**config.mk**
```make
export PLATFORM = sky130hd
export DESIGN_NAME = dds_sweep_ctrl
export DESIGN_NICKNAME = d
export VERILOG_FILES = /design/src/rtl/dds_sweep_ctrl.sv
export SDC_FILE = /design/constraint.sdc
export NUM_CORES = 1
export LEC_CHECK = 0
export CAP_MARGIN = 10
export CORE_AREA = 2 2 224 160
export CTS_CLUSTER_SIZE = 30
export DETAILED_ROUTE_END_ITERATION = 8
export DIE_AREA = 0 0 226 162
export DONT_BUFFER_PORTS = 1
export GPL_ROUTABILITY_DRIVEN = 0
export PLACE_DENSITY = 0.51
export RECOVER_POWER = 25
export SETUP_SLACK_MARGIN = 0.5
export SLEW_MARGIN = 20
export SYNTH_ARGS = -nofsm -noshare
export SYNTH_HDL_FRONTEND = slang
export SYNTH_SLANG_ARGS = --single-unit
```
**constraint.sdc**
```tcl
create_clock -name clk -period 6.69 [get_ports clk]
set_input_delay 1.338 -clock clk [delete_from_list [all_inputs] [get_ports clk]]
set_output_delay 1.338 -clock clk [all_outputs]
set_load 0.01 [all_outputs]
```
**src/rtl/dds_sweep_ctrl.sv**
```systemverilog
// -----------------------------------------------------------------------------
// dds_sweep_ctrl
//
// Frequency-sweep sequencer for the DDS phase-increment input. After a go
// strobe, phase_inc is loaded with the start value and then stepped toward the
// stop value (inclusive). Each value is held for a programmable number of codec
// sample frames, counted as frame_tick pulses, so every update is frame-aligned.
//
// Ports:
//   clk            system clock (60 MHz domain)
//   rst            asynchronous, active-high reset
//   frame_tick     one-cycle pulse per codec sample frame
//   cfg_start_inc  first phase increment of the sweep
//   cfg_stop_inc   upper bound of the sweep (inclusive)
//   cfg_step       increment added per step
//   cfg_dwell      frames held per value (0 is treated as 1)
//   cfg_loop       0 = single sweep, 1 = restart at start after the last value
//   go             one-cycle start strobe (ignored while sweeping)
//   abort          one-cycle stop strobe (wins over go and over an advance)
//   phase_inc      phase increment driven to the DDS
//   busy           high while sweeping
//   done           one-cycle pulse at the natural end of a single sweep
//   step_strobe    one-cycle pulse whenever phase_inc is loaded or advanced
// -----------------------------------------------------------------------------
module dds_sweep_ctrl #(
    parameter int unsigned     PW      = 32,
    parameter int unsigned     DW      = 16,
    parameter logic [PW-1:0]   RST_INC = PW'(100000)
) (
    input  logic          clk,
    input  logic          rst,
    input  logic          frame_tick,
    input  logic [PW-1:0] cfg_start_inc,
    input  logic [PW-1:0] cfg_stop_inc,
    input  logic [PW-1:0] cfg_step,
    input  logic [DW-1:0] cfg_dwell,
    input  logic          cfg_loop,
    input  logic          go,
    input  logic          abort,
    output logic [PW-1:0] phase_inc,
    output logic          busy,
    output logic          done,
    output logic          step_strobe
);

    typedef enum logic [0:0] {
        IDLE = 1'b0,
        RUN  = 1'b1
    } state_t;

    state_t        state;

    // Shadow copies of the configuration, captured on go.
    logic [PW-1:0] start_r;
    logic [PW-1:0] stop_r;
    logic [PW-1:0] step_r;
    logic [DW-1:0] dwell_r;     // already clamped to at least 1
    logic          loop_r;

    logic [DW-1:0] dwell_cnt;

    logic [DW-1:0] dwell_eff;
    logic [PW:0]   next_sum;
    logic          adv_ok;

    always_comb begin
        dwell_eff = (cfg_dwell == '0) ? DW'(1) : cfg_dwell;
    end

    // One extra bit catches the carry so the sweep ends instead of wrapping.
    always_comb begin
        next_sum = {1'b0, phase_inc} + {1'b0, step_r};
        adv_ok   = !next_sum[PW] && (next_sum[PW-1:0] <= stop_r);
    end

    always_ff @(posedge clk or posedge rst) begin
        if (rst) begin
            state       <= IDLE;
            phase_inc   <= RST_INC;
            busy        <= 1'b0;
            done        <= 1'b0;
            step_strobe <= 1'b0;
            start_r     <= '0;
            stop_r      <= '0;
            step_r      <= '0;
            dwell_r     <= '0;
            loop_r      <= 1'b0;
            dwell_cnt   <= '0;
        end else begin
            done        <= 1'b0;
            step_strobe <= 1'b0;

            case (state)
                IDLE: begin
                    if (go && !abort) begin
                        start_r     <= cfg_start_inc;
                        stop_r      <= cfg_stop_inc;
                        step_r      <= cfg_step;
                        dwell_r     <= dwell_eff;
                        loop_r      <= cfg_loop;
                        dwell_cnt   <= dwell_eff;
                        phase_inc   <= cfg_start_inc;
                        busy        <= 1'b1;
                        step_strobe <= 1'b1;
                        state       <= RUN;
                    end
                end

                RUN: begin
                    if (abort) begin
                        busy  <= 1'b0;
                        state <= IDLE;
                    end else if (frame_tick) begin
                        if (dwell_cnt <= DW'(1)) begin
                            dwell_cnt <= dwell_r;
                            if (adv_ok) begin
                                phase_inc   <= next_sum[PW-1:0];
                                step_strobe <= 1'b1;
                            end else if (loop_r) begin
                                phase_inc   <= start_r;
                                step_strobe <= 1'b1;
                            end else begin
                                busy  <= 1'b0;
                                done  <= 1'b1;
                                state <= IDLE;
                            end
                        end else begin
                            dwell_cnt <= dwell_cnt - DW'(1);
                        end
                    end
                end

                default: begin
                    state <= IDLE;
                    busy  <= 1'b0;
                end
            endcase
        end
    end

endmodule

```
run_1/flops_by_reg.png
The bar under the picture is 50 um long. Other sequential cells in the stronger gray, the rest of the logic in the fainter gray.
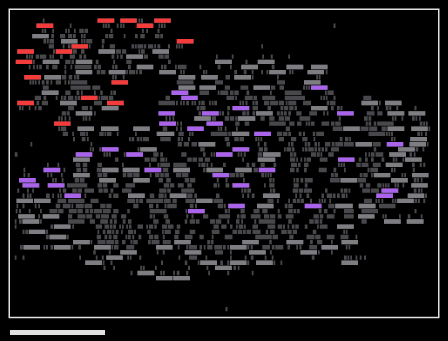
color	name in the netlist	sequential cells
purple	start_r	32
red	dwell_r	16
flop share of the area: 36.5%
Reg area: 4140 um^2
final core utilization: 33.0%

run_1/congestion.png
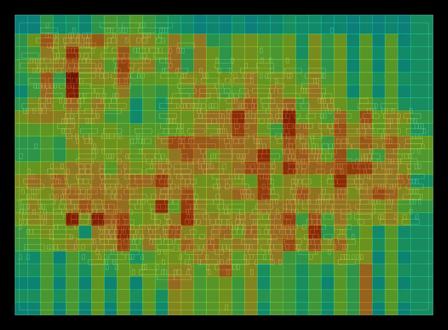
overall global routing resource usage: 18.8%
GR Util met1: 27.1%
met2 track demand over resource: 26.7%

run_1/wires.png
The bar under the picture is 50 um long. Only two layers are drawn.
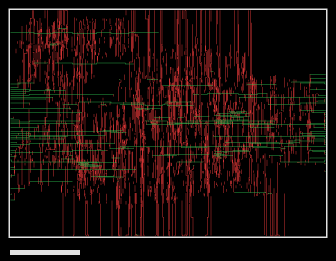
color	layer	wire length
red	metal 2	13,900 um
green	metal 3	3,000 um
DRT Wirelength: 33,400 um
Routed wire per std cell: 20.1 um
count of vias placed by the detailed router: 8,535

==> metrics.log, run 1 <==
[flow] final metrics
[metrics] sequential-to-total area share from yosys stat: 40.7%
[metrics] total cells reported by yosys after synthesis: 1,203
[metrics] First DRT Iteration DRCs: just under 700
[metrics] Clock-cell share: approximately 5.5%
[metrics] top post-synthesis cells by area: dfrtp_1, nand2_1, ha_1
[metrics] top comb family, area: AND-OR/OR-AND gates
[metrics] FP Util: between 20% and 30%
[metrics] initial antenna violation count: 0
[metrics] Setup TNS Final: 0 ns
[metrics] total cell area reported by yosys after synthesis: between 10,000 and 15,000 um^2
[metrics] Diodes inserted: 0
[metrics] required time reported for the critical path endpoint: approximately 7 ns
[metrics] final count of pins violating max slew: ~260
[metrics] Post-CTS Setup Repair Bufs: 0
[metrics] area fraction of the dominant cell type after synthesis: just under 40%
[metrics] worst-margin pin slew: approximately 3.5 ns
[metrics] static leakage power: about 5.2 nW
[metrics] sequential cells: roughly 170
[metrics] antenna viol nets, final: 0
[metrics] total of plain and repair buffers excluding clock buffers: 21
[metrics] count of filler cells inserted in the layout: 3,622
[metrics] most area-hungry cell type in the Yosys netlist: dfrtp_1
[metrics] insertion delay at the late pin of the worst-skew pair: between 0.4 and 0.5 ns
[metrics] count of cells along the worst register-to-register path: 20
[metrics] async set-reset flop share out of synthesis: 100%
[metrics] result of the run: finished, violations left
[metrics] post-synthesis sequential element count: 165
[metrics] maximum number of pins on one net before global-route repair: between 80 and 90
[metrics] capture point of the critical path: phase_inc[8]
[metrics] Combinational Gates: 923
[metrics] count of clock-net buffers in the final layout: 19
[metrics] Crit Reg-Reg Startpoint: phase_inc[6]
[metrics] violated checks: max-capacitance violations, max-slew violations
[metrics] endpoint kind of the worst setup timing path: flip-flop
[metrics] library cell contributing the largest single delay on the critical path: dfrtp_1
[metrics] Data buffer area share: 1.51%
[metrics] area share of and-or/or-and cells after synthesis: about a fifth
[metrics] logic gate share of total power: a little over half
[metrics] total congestion overflow after global routing: 0
[metrics] startpoint of the tightest hold check path: start_r[10]
[metrics] number of flops mapped to enable cells by yosys: 0
[metrics] area fraction in xor and xnor cells: slightly above 3%
[metrics] CTS Root Cell: clkbuf_16
[metrics] # setup viols final: 0
[metrics] worst-case hold slack: about 0.47 ns
[metrics] Max-Cap Viols: 4
[metrics] number of buffers on the longest clock path: 2
[metrics] detailed-route DRC error count: 0
[metrics] Worst IR Drop VDD: 0.204 mV
[metrics] post-synthesis cell type count: between 70 and 80
[metrics] vias in the first global route: between 8k and 9k
[metrics] area of combinational cells with multiple inputs: 5590 um^2
[metrics] Min-Delay Path Class: reg -> reg
[metrics] cell group occupying the most layout area: logic gates
[metrics] CORE AREA: around 34,000 um^2
[metrics] Post-Synth Simple-Gate Area: between 10% and 20%
[metrics] vias per cell: roughly 5.1
[metrics] number of buffers inserted during clock tree synthesis: 17
[metrics] Relative slew margins: -133%
[metrics] CTS tree: done
[metrics] number of cells upsized or downsized after cts: 0
[metrics] post-cts hold-fix buffer tally: 0
[metrics] Critical Setup Path Class: reg -> reg
[metrics] width of the die: ~230 um
[metrics] mean instance size in the synthesized netlist: ~8.4 um^2
[metrics] count of inverters not on the clock network in the layout: 55
[metrics] final worst clock skew: roughly 0.009 ns
[metrics] number of instances in the synthesized netlist: ~1.2k
[metrics] total number of warnings across the stage logs: 27
[metrics] CP Cell Sequence: ha_1 > a2111oi_0 > o21ai_1 > a22oi_1 > o211ai_1 > o21ai_2 > o21ai_0 > xnor2_1 > ha_1 > a21o_1 > a221o_1 > a221oi_2 > o21ai_0 > a221oi_1 > a41o_2 > a21o_4 > a21oi_4 > inv_2 > buf_12 > mux2_4
[metrics] Adder Area Share: 8.32%
[metrics] wire length of the first global-routing pass: just over 50,000 um
[metrics] total number of cells along the worst setup path: 20
[metrics] share of cells above drive strength 1: roughly 8.0%
[metrics] most instantiated flip-flop cell in the synthesis netlist: dfrtp_1
[metrics] Switching Fraction: 45.6%
[metrics] sequential power share: about 28%
[metrics] top cells by instance count after synthesis: nand2_1, dfrtp_1, o21ai_0
[metrics] net count of the finished layout: 1,368
[metrics] Num Clock Sinks: 165
[metrics] biggest fanout along the worst timing path: 16
[metrics] first-pass iteration count of the detailed router: 5
[metrics] total number of yosys warnings: 0
[metrics] Setup crit start kind: flip-flop
[metrics] CTS HTree Levels: 4
[metrics] terminus of the critical flop-to-flop path: phase_inc[8]
[metrics] source of the critical timing path: phase_inc[6]
[metrics] fmax: 172 MHz
[metrics] hold-critical path depth: 2
[metrics] vertical die dimension: 162 um
[metrics] post-synthesis instance area: a little over 10,000 um^2
[metrics] share of the cycle needed by the critical path after routing: roughly 87%
[metrics] syn nets: 1,388
[metrics] PwrDens: around 490 nW/um^2
[metrics] clock slew at reported path FFs: 0.06 ns
[metrics] Hold EP: start_r[10]
[metrics] unrepaired setup endpoints after global routing: no
[metrics] number of well-tap cells placed: 472
[metrics] cell class contributing the biggest share of worst-path delay: AND-OR/OR-AND gates
[metrics] internal power component: 3.02 mW
[metrics] Fin. Hold Viols: 0
[metrics] half-perimeter wire length after detailed placement: approximately 25,000 um
[metrics] combinational share of cell area: about half
[metrics] largest stage delay on the critical path: around 0.46 ns
[metrics] Row Count: around 57
[run 1: cell families after synthesis]
logic type / count (synthesis)
muxes: 22
AOI/OAI and AO/OA: 314
adders and majority gates: 67
buffers and inverters: 115
and+or+nand+nor: 484
DFF: 165
xor gates and xnor gates: 36
[run 1: metal layers]
layer	share of wire [%]	GRT usage (%)
met1	48	27.1
met2	42	26.7
met3	9.0	6.31
met4	1.4	4.46
met5	0	0
[run 1: stage by stage]
step | area [um^2] | power, mW | worst slack, ns | cells | utilization, %
3_3_place_gp | 10700 | 4.39 | 1.02 | 1636 | 31.2
2_1_floorplan | 10200 | 3.46 | 0.900 | 1203 | -
4_1_cts | 11300 | 5.54 | 0.754 | 1668 | 33.0
6_report | 11300 | 5.55 | 0.861 | 1668 | 33.0
3_5_place_dp | 10700 | 4.44 | 0.831 | 1636 | 31.2
5_1_grt | 11300 | 6.00 | 0.359 | 1668 | 33.0
[run 1: placed cells by master (no fill, tap or decap), types with 7 or more instances in the layout]
master,n
a211o_1,7
a211oi_1,20
a21o_1,25
a21oi_1,65
a31oi_1,11
and3_1,10
buf_4,16
clkbuf_16,17
dfrtp_1,158
ha_1,66
inv_1,52
mux2_4,11
mux2i_1,11
nand2_1,321
nand3_1,27
nor2_1,67
nor2b_1,8
nor3_1,12
nor4_1,7
o211ai_1,19
o21ai_0,80
o31ai_1,9
xnor2_1,24
xor2_1,12
[run 1: power groups by stage]
stage          Sequential [mW]  Combinational [mW]  Clock [mW]
2_1_floorplan             1.45                2.01           0
3_3_place_gp              1.58                2.81           0
3_5_place_dp              1.58                2.86           0
4_1_cts                   1.56                2.88        1.09
5_1_grt                   1.60                3.27        1.13
6_report                  1.56                2.93        1.06
==> run 1 -> run 2 <==
Settings changed: CTS_CLUSTER_DIAMETER set to 100.
run_2/congestion.png
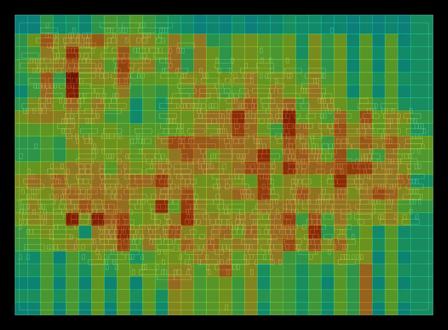
global-route layer with the greatest usage: met1
met3 Usage GRT: 6.31%

==> metrics.log, run 2 <==
[flow] final metrics
[metrics] result of the run: finished, violations left (unchanged)
[metrics] violated checks: max-capacitance violations, max-slew violations (unchanged)
[metrics] count of input and output buffers: 0 (unchanged)
[metrics] share of the cycle needed by the critical path after routing: 87.1% (unchanged)
[metrics] static leakage power: 5.23 nW (unchanged)
[metrics] most instantiated flip-flop cell in the synthesis netlist: dfrtp_1 (unchanged)
[metrics] First DRT Iteration DRCs: 673 (unchanged)
[metrics] half-perimeter wire length after detailed placement: 25,100 um (unchanged)
[metrics] top library cells by usage in the layout, fill and taps aside: nand2_1, dfrtp_1, o21ai_0 (unchanged)
[metrics] detailed-route DRC error count: 0 (unchanged)
[metrics] Min Clock Period, post-route: 5.83 ns (unchanged)
[metrics] Diodes inserted: 0 (unchanged)
[metrics] Routed wire per std cell: 20.1 um (unchanged)
[metrics] arrival time reported for the critical path endpoint: 6.16 ns (about the same)
[metrics] initial antenna violation count: 0 (unchanged)
[metrics] endpoint kind of the worst setup timing path: flip-flop (unchanged)
[metrics] number of buffers on the longest clock path: 2 (unchanged)
[metrics] maximum number of pins on one net before global-route repair: 82 (unchanged)
[metrics] cell class contributing the biggest share of worst-path delay: AND-OR/OR-AND gates (unchanged)
[metrics] PwrDens: 490 nW/um^2 (unchanged)
[metrics] setup slack after placement: 0.831 ns (unchanged)
[metrics] Row Count: 57 (unchanged)
[metrics] I/O pin count: 153 (unchanged)
[metrics] Setup TNS Final: 0 ns (unchanged)
[metrics] # setup viols final: 0 (unchanged)
[metrics] syn nets: 1,388 (unchanged)
[metrics] biggest fanout along the worst timing path: 16 (unchanged)
[metrics] top post-synthesis cells by area: dfrtp_1, nand2_1, ha_1 (unchanged)
[metrics] total number of yosys warnings: 0 (unchanged)
[metrics] mean instance size in the synthesized netlist: 8.45 um^2 (unchanged)
[metrics] post-synthesis cell type count: 73 (unchanged)
[metrics] FP Util: 29.6% (unchanged)
[metrics] Setup crit start kind: flip-flop (unchanged)
[metrics] Relative slew margins: -133% (unchanged)
[metrics] CTS HTree Levels: 4 (unchanged)
[metrics] most numerous cell in the Yosys netlist: nand2_1 (unchanged)
[metrics] Worst IR Drop VDD: 0.204 mV (unchanged)
[metrics] net count of the finished layout: 1,368 (unchanged)
[metrics] area fraction of the dominant cell type after synthesis: 39.1% (unchanged)
[metrics] source of the critical timing path: phase_inc[6] (unchanged)
[metrics] width of the die: 226 um (unchanged)
[metrics] Min-Delay Path Class: reg -> reg (unchanged)
[metrics] worst-margin pin slew: 3.49 ns (unchanged)
[metrics] total number of warnings across the stage logs: 27 (unchanged)
[metrics] total power: 5.55 mW (unchanged)
[metrics] Fin. Hold Viols: 0 (unchanged)
[metrics] Crit Reg-Reg Startpoint: phase_inc[6] (unchanged)
[metrics] CP Cell Sequence: ha_1 > a2111oi_0 > o21ai_1 > a22oi_1 > o211ai_1 > o21ai_2 > o21ai_0 > xnor2_1 > ha_1 > a21o_1 > a221o_1 > a221oi_2 > o21ai_0 > a221oi_1 > a41o_2 > a21o_4 > a21oi_4 > inv_2 > buf_12 > mux2_4 (unchanged)
[metrics] largest stage delay on the critical path: 0.46 ns (about the same)
[metrics] DRT Wirelength: 33,400 um (unchanged)
[metrics] CORE AREA: 34,300 um^2 (unchanged)
[metrics] layout-stage area growth over the synthesis result: 11.4% (unchanged)
[metrics] top cells by instance count after synthesis: nand2_1, dfrtp_1, o21ai_0 (unchanged)
[metrics] fmax: 172 MHz (unchanged)
[metrics] final std cell area, no fill: 11,300 um^2 (unchanged)
[metrics] overall global routing resource usage: 18.8% (unchanged)
[metrics] number of buffers inserted during clock tree synthesis: 17 (unchanged)
[metrics] number of instances in the synthesized netlist: 1,203 (unchanged)
[metrics] insertion delay at the late pin of the worst-skew pair: 0.45 ns (about the same)
[metrics] unrepaired setup endpoints after global routing: no (unchanged)
[metrics] Placed Instance Area: 10,700 um^2 (unchanged)
[metrics] wire length of the first global-routing pass: 51,400 um (unchanged)
[metrics] share of cells above drive strength 1: 8.03% (unchanged)
[metrics] Num Clock Sinks: 165 (unchanged)
[metrics] most area-hungry cell type in the Yosys netlist: dfrtp_1 (unchanged)
[metrics] vias in the first global route: 8,328 (unchanged)
[metrics] sequential-to-total area share from yosys stat: 40.7% (unchanged)
[metrics] CTS tree: done (unchanged)
[metrics] startpoint of the tightest hold check path: start_r[10] (unchanged)
[metrics] CTS Root Cell: clkbuf_16 (unchanged)
[metrics] total cell area reported by yosys after synthesis: 10,200 um^2 (unchanged)
[metrics] total cells reported by yosys after synthesis: 1,203 (unchanged)
[metrics] final count of pins violating max slew: 261 (unchanged)
[metrics] most frequently placed logic cell in the final layout: nand2_1 (unchanged)
[metrics] Post-CTS Setup Repair Bufs: 0 (unchanged)
[metrics] async set-reset flop share out of synthesis: 100% (unchanged)
[metrics] first-pass iteration count of the detailed router: 5 (unchanged)
[metrics] vertical die dimension: 162 um (unchanged)
[metrics] total congestion overflow after global routing: 0 (unchanged)
[metrics] final worst clock skew: 0.00899 ns (unchanged)
[metrics] antenna viol nets, final: 0 (unchanged)
[metrics] number of flops mapped to enable cells by yosys: 0 (unchanged)
[metrics] fin worst setup slack: 0.861 ns (unchanged)
[metrics] Max-Cap Viols: 4 (unchanged)
[metrics] total die size: 36,600 um^2 (unchanged)
[metrics] vias per cell: 5.12 (unchanged)
[metrics] Critical Setup Path Class: reg -> reg (unchanged)
[metrics] buffering stage count on the worst path with inverters included: 2 (unchanged)
[metrics] library cell contributing the largest single delay on the critical path: dfrtp_1 (unchanged)
[metrics] count of vias placed by the detailed router: 8,535 (unchanged)
[metrics] clock slew at reported path FFs: 0.06 ns (about the same)
[metrics] post-synthesis instance area: 10,200 um^2 (unchanged)
[metrics] post-synthesis sequential element count: 165 (unchanged)
[metrics] required time reported for the critical path endpoint: 7.02 ns (about the same)
run 2: cell counts after synthesis:
Identical to the previous run, type by type.
run 2: repair_timing:
item | 4_1_cts | 5_1_grt
hold buffers | 0 | 0
resized | 0 | 5
endpoints found under the setup margin | 0 | 32
run 2: where the power goes:
part	switching [mW]	total, mW	internal (mW)
clock network	0.447	1.06	0.612
logic	1.78	2.93	1.15
registers	0.304	1.56	1.26
run 2: cell families after synthesis:
family          synth area share [%]
fa+ha+maj                       8.32
compound gates                  20.7
buf+inv                         4.51
simple gates                    20.0
flops                           40.7
mux                             2.71
xor+xnor                        3.10
run 2: stage by stage:
step	utilization, %	std cells	hold WS (ns)
floorplan	-	1203	0.439
global placement	31.2	1636	0.452
detailed placement	31.2	1636	0.460
CTS	33.0	1668	0.476
global route	33.0	1668	0.495
finish	33.0	1668	0.472
run 2: final timing paths:
path | slack, ns | to | depth (start not counted)
min in group asynchronous | 1.34 | start_r[25] | 1
min | 0.47 | start_r[10] | 2
max in group asynchronous | 1.28 | start_r[8] | 2
max | 0.86 | phase_inc[8] | 20
max reg2reg | 0.86 | phase_inc[8] | 20
min reg2reg | 0.47 | start_r[10] | 2
run 2: metal layers:
metal | GRT usage [%] | vias up | wire, um
met5 | 0 | - | 0
met3 | 6.31 | 21 | 3000
met2 | 26.7 | 253 | 13900
met4 | 4.46 | 0 | 467
met1 | 27.1 | 4104 | 16100
li1 | - | 4157 | -
run 2: layout make-up:
| class | instances | area, um^2 |
|---|---|---|
| clock buffer | 19 | 453 |
| clock inverter | 13 | 173 |
| fill | 3622 | 23000 |
| inverter | 55 | 208 |
| multi-input combinational | 923 | 5590 |
| sequential | 165 | 4140 |
| tap | 472 | 591 |
| timing repair buffer | 21 | 171 |
Power and IR drop assume default switching activity.
